$ cat config.mk
export PLATFORM = sky130hd
export DESIGN_NAME = vc_drain_arbiter_flat
export DESIGN_NICKNAME = d
export VERILOG_FILES = /design/src/rtl/vc_drain_if.sv /design/src/rtl/vc_drain_arbiter.sv /design/src/flat_wrapper.sv
export SDC_FILE = /design/constraint.sdc
export NUM_CORES = 1
export LEC_CHECK = 0
export CAP_MARGIN = 0
export CORE_MARGIN = 4
export CORE_UTILIZATION = 39
export DETAILED_ROUTE_END_ITERATION = 12
export PLACE_DENSITY = 0.84
export SYNTH_ARGS = -nofsm -noshare
export SYNTH_HDL_FRONTEND = slang
export SYNTH_SLANG_ARGS = --single-unit
$ cat constraint.sdc
create_clock -name clk -period 2.9 [get_ports clk]
set_input_delay 0.87 -clock clk [delete_from_list [all_inputs] [get_ports clk]]
set_output_delay 0.87 -clock clk [all_outputs]
set_load 0.1 [all_outputs]
$ cat src/rtl/vc_drain_if.sv
// vc_drain_if: bundles the four class-FIFO read ports and the output-FIFO
// write port seen by the drain arbiter.
//   empty_0..3, data_in_0..3 : class FIFO status / read data (to arbiter)
//   pop_0..3                 : class FIFO pop strobes (from arbiter)
//   almost_full_out          : output FIFO back-pressure (to arbiter)
//   push_out, data_out, chan_out : output FIFO write port (from arbiter)
// master = FIFO side, slave = arbiter side.
interface vc_drain_if #(
  parameter int DATA_W = 12
);
  logic              empty_0, empty_1, empty_2, empty_3;
  logic [DATA_W-1:0] data_in_0, data_in_1, data_in_2, data_in_3;
  logic              pop_0, pop_1, pop_2, pop_3;
  logic              almost_full_out;
  logic              push_out;
  logic [DATA_W-1:0] data_out;
  logic [1:0]        chan_out;

  modport master (
    output empty_0, empty_1, empty_2, empty_3,
    output data_in_0, data_in_1, data_in_2, data_in_3,
    output almost_full_out,
    input  pop_0, pop_1, pop_2, pop_3,
    input  push_out, data_out, chan_out
  );

  modport slave (
    input  empty_0, empty_1, empty_2, empty_3,
    input  data_in_0, data_in_1, data_in_2, data_in_3,
    input  almost_full_out,
    output pop_0, pop_1, pop_2, pop_3,
    output push_out, data_out, chan_out
  );
endinterface

$ cat src/rtl/vc_drain_arbiter.sv
// vc_drain_arbiter: drains four class FIFOs into one output FIFO using a
// round-robin grant that skips empty channels and rotates after BURST
// consecutive pops. Each output word carries its source channel tag.
// Ports:
//   clk   : clock, all state on posedge
//   reset : synchronous active-high reset
//   bus   : vc_drain_if slave modport (class FIFO reads, output FIFO writes)
// Pop-to-push latency is two cycles: pop (p0) -> read data valid (p1) ->
// registered push (p2).
module vc_drain_arbiter #(
  parameter int DATA_W = 12,
  parameter int BURST  = 2
) (
  input  logic      clk,
  input  logic      reset,
  vc_drain_if.slave bus
);

  localparam logic [3:0] BURST_C = 4'(BURST);

  logic [3:0]        empty_v;
  logic [1:0]        ptr;
  logic [1:0]        ptr_nxt;
  logic [3:0]        burst_cnt;
  logic [3:0]        burst_nxt;
  logic              pop_v_p0;
  logic [1:0]        pop_ch_p0;
  logic [1:0]        cand;
  logic              rd_valid_p1;
  logic [1:0]        rd_chan_p1;
  logic [DATA_W-1:0] rd_data_p1;
  logic              push_p2;
  logic [DATA_W-1:0] data_p2;
  logic [1:0]        chan_p2;

  assign empty_v = {bus.empty_3, bus.empty_2, bus.empty_1, bus.empty_0};

  // Stage p0: grant decision and pop strobes
  always_comb begin
    ptr_nxt   = ptr;
    burst_nxt = burst_cnt;
    pop_v_p0  = 1'b0;
    pop_ch_p0 = ptr;
    cand      = ptr;
    if (!reset && !bus.almost_full_out) begin
      if (!empty_v[ptr] && (burst_cnt < BURST_C)) begin
        pop_v_p0  = 1'b1;
        burst_nxt = burst_cnt + 4'd1;
      end else begin
        // Walk from the farthest candidate (ptr itself) to the nearest
        // (ptr+1) so the nearest non-empty channel is the last one written.
        for (int i = 4; i >= 1; i--) begin
          cand = ptr + 2'(i);
          if (!empty_v[cand]) begin
            pop_v_p0  = 1'b1;
            pop_ch_p0 = cand;
          end
        end
        if (pop_v_p0) begin
          ptr_nxt   = pop_ch_p0;
          burst_nxt = 4'd1;
        end
      end
    end
  end

  assign bus.pop_0 = pop_v_p0 && (pop_ch_p0 == 2'd0);
  assign bus.pop_1 = pop_v_p0 && (pop_ch_p0 == 2'd1);
  assign bus.pop_2 = pop_v_p0 && (pop_ch_p0 == 2'd2);
  assign bus.pop_3 = pop_v_p0 && (pop_ch_p0 == 2'd3);

  // Stage p1: class FIFO read data for the channel popped last cycle
  always_comb begin
    case (rd_chan_p1)
      2'd0:    rd_data_p1 = bus.data_in_0;
      2'd1:    rd_data_p1 = bus.data_in_1;
      2'd2:    rd_data_p1 = bus.data_in_2;
      default: rd_data_p1 = bus.data_in_3;
    endcase
  end

  always_ff @(posedge clk) begin
    if (reset) begin
      ptr         <= 2'd0;
      burst_cnt   <= 4'd0;
      rd_valid_p1 <= 1'b0;
      rd_chan_p1  <= 2'd0;
      push_p2     <= 1'b0;
      data_p2     <= '0;
      chan_p2     <= 2'd0;
    end else begin
      ptr         <= ptr_nxt;
      burst_cnt   <= burst_nxt;
      rd_valid_p1 <= pop_v_p0;
      rd_chan_p1  <= pop_ch_p0;
      // Stage p2: registered write into the output FIFO
      push_p2     <= rd_valid_p1;
      if (rd_valid_p1) begin
        data_p2 <= rd_data_p1;
        chan_p2 <= rd_chan_p1;
      end
    end
  end

  assign bus.push_out = push_p2;
  assign bus.data_out = data_p2;
  assign bus.chan_out = chan_p2;

endmodule

$ cat src/flat_wrapper.sv
// flat-port wrapper written by rule: the top's interface ports become plain ports
module vc_drain_arbiter_flat 
#(
  parameter int DATA_W = 12,
  parameter int BURST  = 2
)
  (clk, reset, bus_empty_0, bus_empty_1, bus_empty_2, bus_empty_3, bus_data_in_0, bus_data_in_1, bus_data_in_2, bus_data_in_3, bus_almost_full_out, bus_pop_0, bus_pop_1, bus_pop_2, bus_pop_3, bus_push_out, bus_data_out, bus_chan_out);
  vc_drain_if #(.DATA_W(DATA_W)) bus_i ();
  input  logic clk;
  input  logic reset;
  input wire logic [$bits(bus_i.empty_0)-1:0] bus_empty_0;
  input wire logic [$bits(bus_i.empty_1)-1:0] bus_empty_1;
  input wire logic [$bits(bus_i.empty_2)-1:0] bus_empty_2;
  input wire logic [$bits(bus_i.empty_3)-1:0] bus_empty_3;
  input wire logic [$bits(bus_i.data_in_0)-1:0] bus_data_in_0;
  input wire logic [$bits(bus_i.data_in_1)-1:0] bus_data_in_1;
  input wire logic [$bits(bus_i.data_in_2)-1:0] bus_data_in_2;
  input wire logic [$bits(bus_i.data_in_3)-1:0] bus_data_in_3;
  input wire logic [$bits(bus_i.almost_full_out)-1:0] bus_almost_full_out;
  output wire logic [$bits(bus_i.pop_0)-1:0] bus_pop_0;
  output wire logic [$bits(bus_i.pop_1)-1:0] bus_pop_1;
  output wire logic [$bits(bus_i.pop_2)-1:0] bus_pop_2;
  output wire logic [$bits(bus_i.pop_3)-1:0] bus_pop_3;
  output wire logic [$bits(bus_i.push_out)-1:0] bus_push_out;
  output wire logic [$bits(bus_i.data_out)-1:0] bus_data_out;
  output wire logic [$bits(bus_i.chan_out)-1:0] bus_chan_out;
  assign bus_i.empty_0 = bus_empty_0;
  assign bus_i.empty_1 = bus_empty_1;
  assign bus_i.empty_2 = bus_empty_2;
  assign bus_i.empty_3 = bus_empty_3;
  assign bus_i.data_in_0 = bus_data_in_0;
  assign bus_i.data_in_1 = bus_data_in_1;
  assign bus_i.data_in_2 = bus_data_in_2;
  assign bus_i.data_in_3 = bus_data_in_3;
  assign bus_i.almost_full_out = bus_almost_full_out;
  assign bus_pop_0 = bus_i.pop_0;
  assign bus_pop_1 = bus_i.pop_1;
  assign bus_pop_2 = bus_i.pop_2;
  assign bus_pop_3 = bus_i.pop_3;
  assign bus_push_out = bus_i.push_out;
  assign bus_data_out = bus_i.data_out;
  assign bus_chan_out = bus_i.chan_out;
  vc_drain_arbiter #(.DATA_W(DATA_W), .BURST(BURST)) u_core (.clk(clk), .reset(reset), .bus(bus_i));
endmodule
### Register map, names as in the netlist

Bar = 20 um.
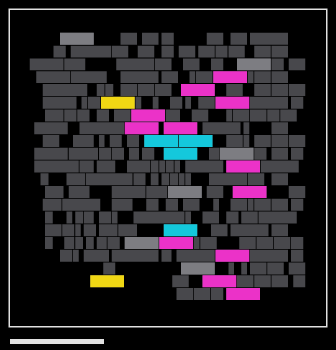
- yellow: `u_core.ptr` (flops 2)
- cyan: `u_core.burst_cnt` (flops 4; where center)
- magenta: `u_core.bus.data_out` (flops 12)

### The metal 3 layer

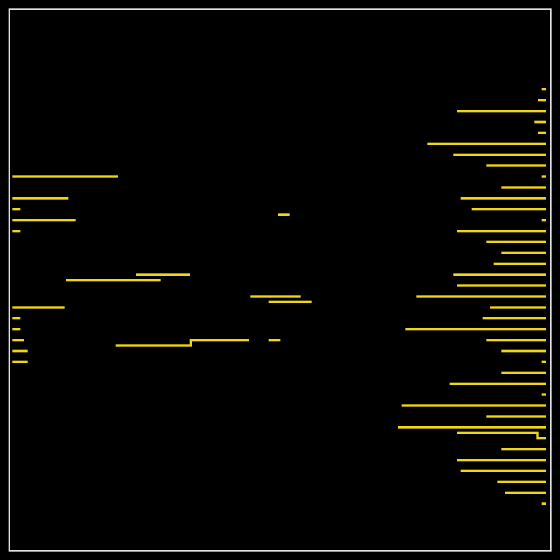
- share of all routed wire: 8.7%
- main direction: horizontal
- wire length on this layer: 381 um
- longest straight run: 18.2 um
- nets with wire on the layer: 55

==> results.ini <==
[placement]
place_area_um2 = 2318
hpwl_um = 3386
dpl.cell_count = 250
pre_cts_ws_ns = -0.6920

[cts]
clockRootBuffer = clkbuf_4
path_clk_slew_ns = 0.14
clock_path_buffers = 2
clkSinkCount = 24

[timing]
max_freq_ghz = 0.3159
slew_headroom_pct = 44.37
setup_viol = 4
setup_ws_ns = -0.2653
slew_violations = 0
tightest_slew_ns = 0.8332
finalCriticalPeriod_ns = 3.165

[synth]
postSynthAreaPerCell_um2 = 11.26
largest_area_cell = dfxtp_1
ys.flop_type = dfxtp_1
ys_top_cells_by_count = dfxtp_1 (24), nor2_1 (18), mux2i_1 (15), mux4_2 (12), a21oi_1 (7)
synthAoiAreaFrac_pct = 13.30
netlist_area_um2 = 1374
mux_share_pct = 33.33
synth.top_cell.area_share_pct = 34.97
synthCells = 122
edf_count = 0
ys_sh_adder_pct = 0.9107
ys.flops = 24
synth.distinct_cells = 37
yosysCellCount = 122

[final_layout]
n_clock_buffer = 3
area_delta_synth_final_pct = 79.14
comb-cell-share_pct = 39.81
sh_seq_area_pct = 19.52
final_cells = 256
design_area_um2 = 2461
insertedDiodeCount = 0
nNetsFinal = 267
clock_cell_area_share_pct = 2.135
regArea_um2 = 480.5
nNonClkInverters = 2
logic_area_um2 = 979.7
drive_above_1_share_pct = 37.62
largest_cell_class = combinational gates
largest_reg_flops = 12
design.seq.count = 24
mostFrequentLayoutCells = clkdlybuf4s50_1 (48), buf_4 (31), dfxtp_1 (24)

[power_and_ir_drop]
p_leak_uw = 0.0009411
comb_power_share_pct = 41.8
p_seq_uw = 383
p_int_uw = 707.8
combinationalPower_uw = 448
power_leader = combinational logic
p_switching_uw = 363.5
ir_drop_mv = 0.2186
power.total_uw = 1071
seqPwrFrac_pct = 35.7
clock_power_uw = 241

[global_routing]
use_met2_pct = 37.06
grt_max_degree = 22
grt_busiest_layer = met2
groute.layer.met3.usage_pct = 3.827
grt_pass1_wl_um = 6630
grt-ovfl-total = 0

[worst_hold_path]
holdPathEnd = u_core.bus.chan_out[1]

[setup_path]
crit_chain = buf_6 -> mux2_4 -> buf_12 -> nor2_4 -> nor4_4 -> buf_4 -> a211oi_4 -> buf_12
ff2ff_setup_slack_ns = 1.02
worstPathRequired_ns = 2.03
critical_path.max_stage_delay_ns = 0.30
endpoint = bus_pop_1
worst-path-max-fanout = 5
cp_slowest_cell = mux2_4
critPathBufInv = 4
cp-start-kind = input port

[routing]
dr.first_iter.drc_count = 57
dr_total_vias = 1344
dr.max_layer_used = met4
ant_nets = 0
m1WireLength_um = 1644

[die]
chipArea_um2 = 4536
ioPinCount = 74
taps = 46

[flow_run]
drv_cap = 0

[run_status]
violations = negative setup slack
status = finished, violations left

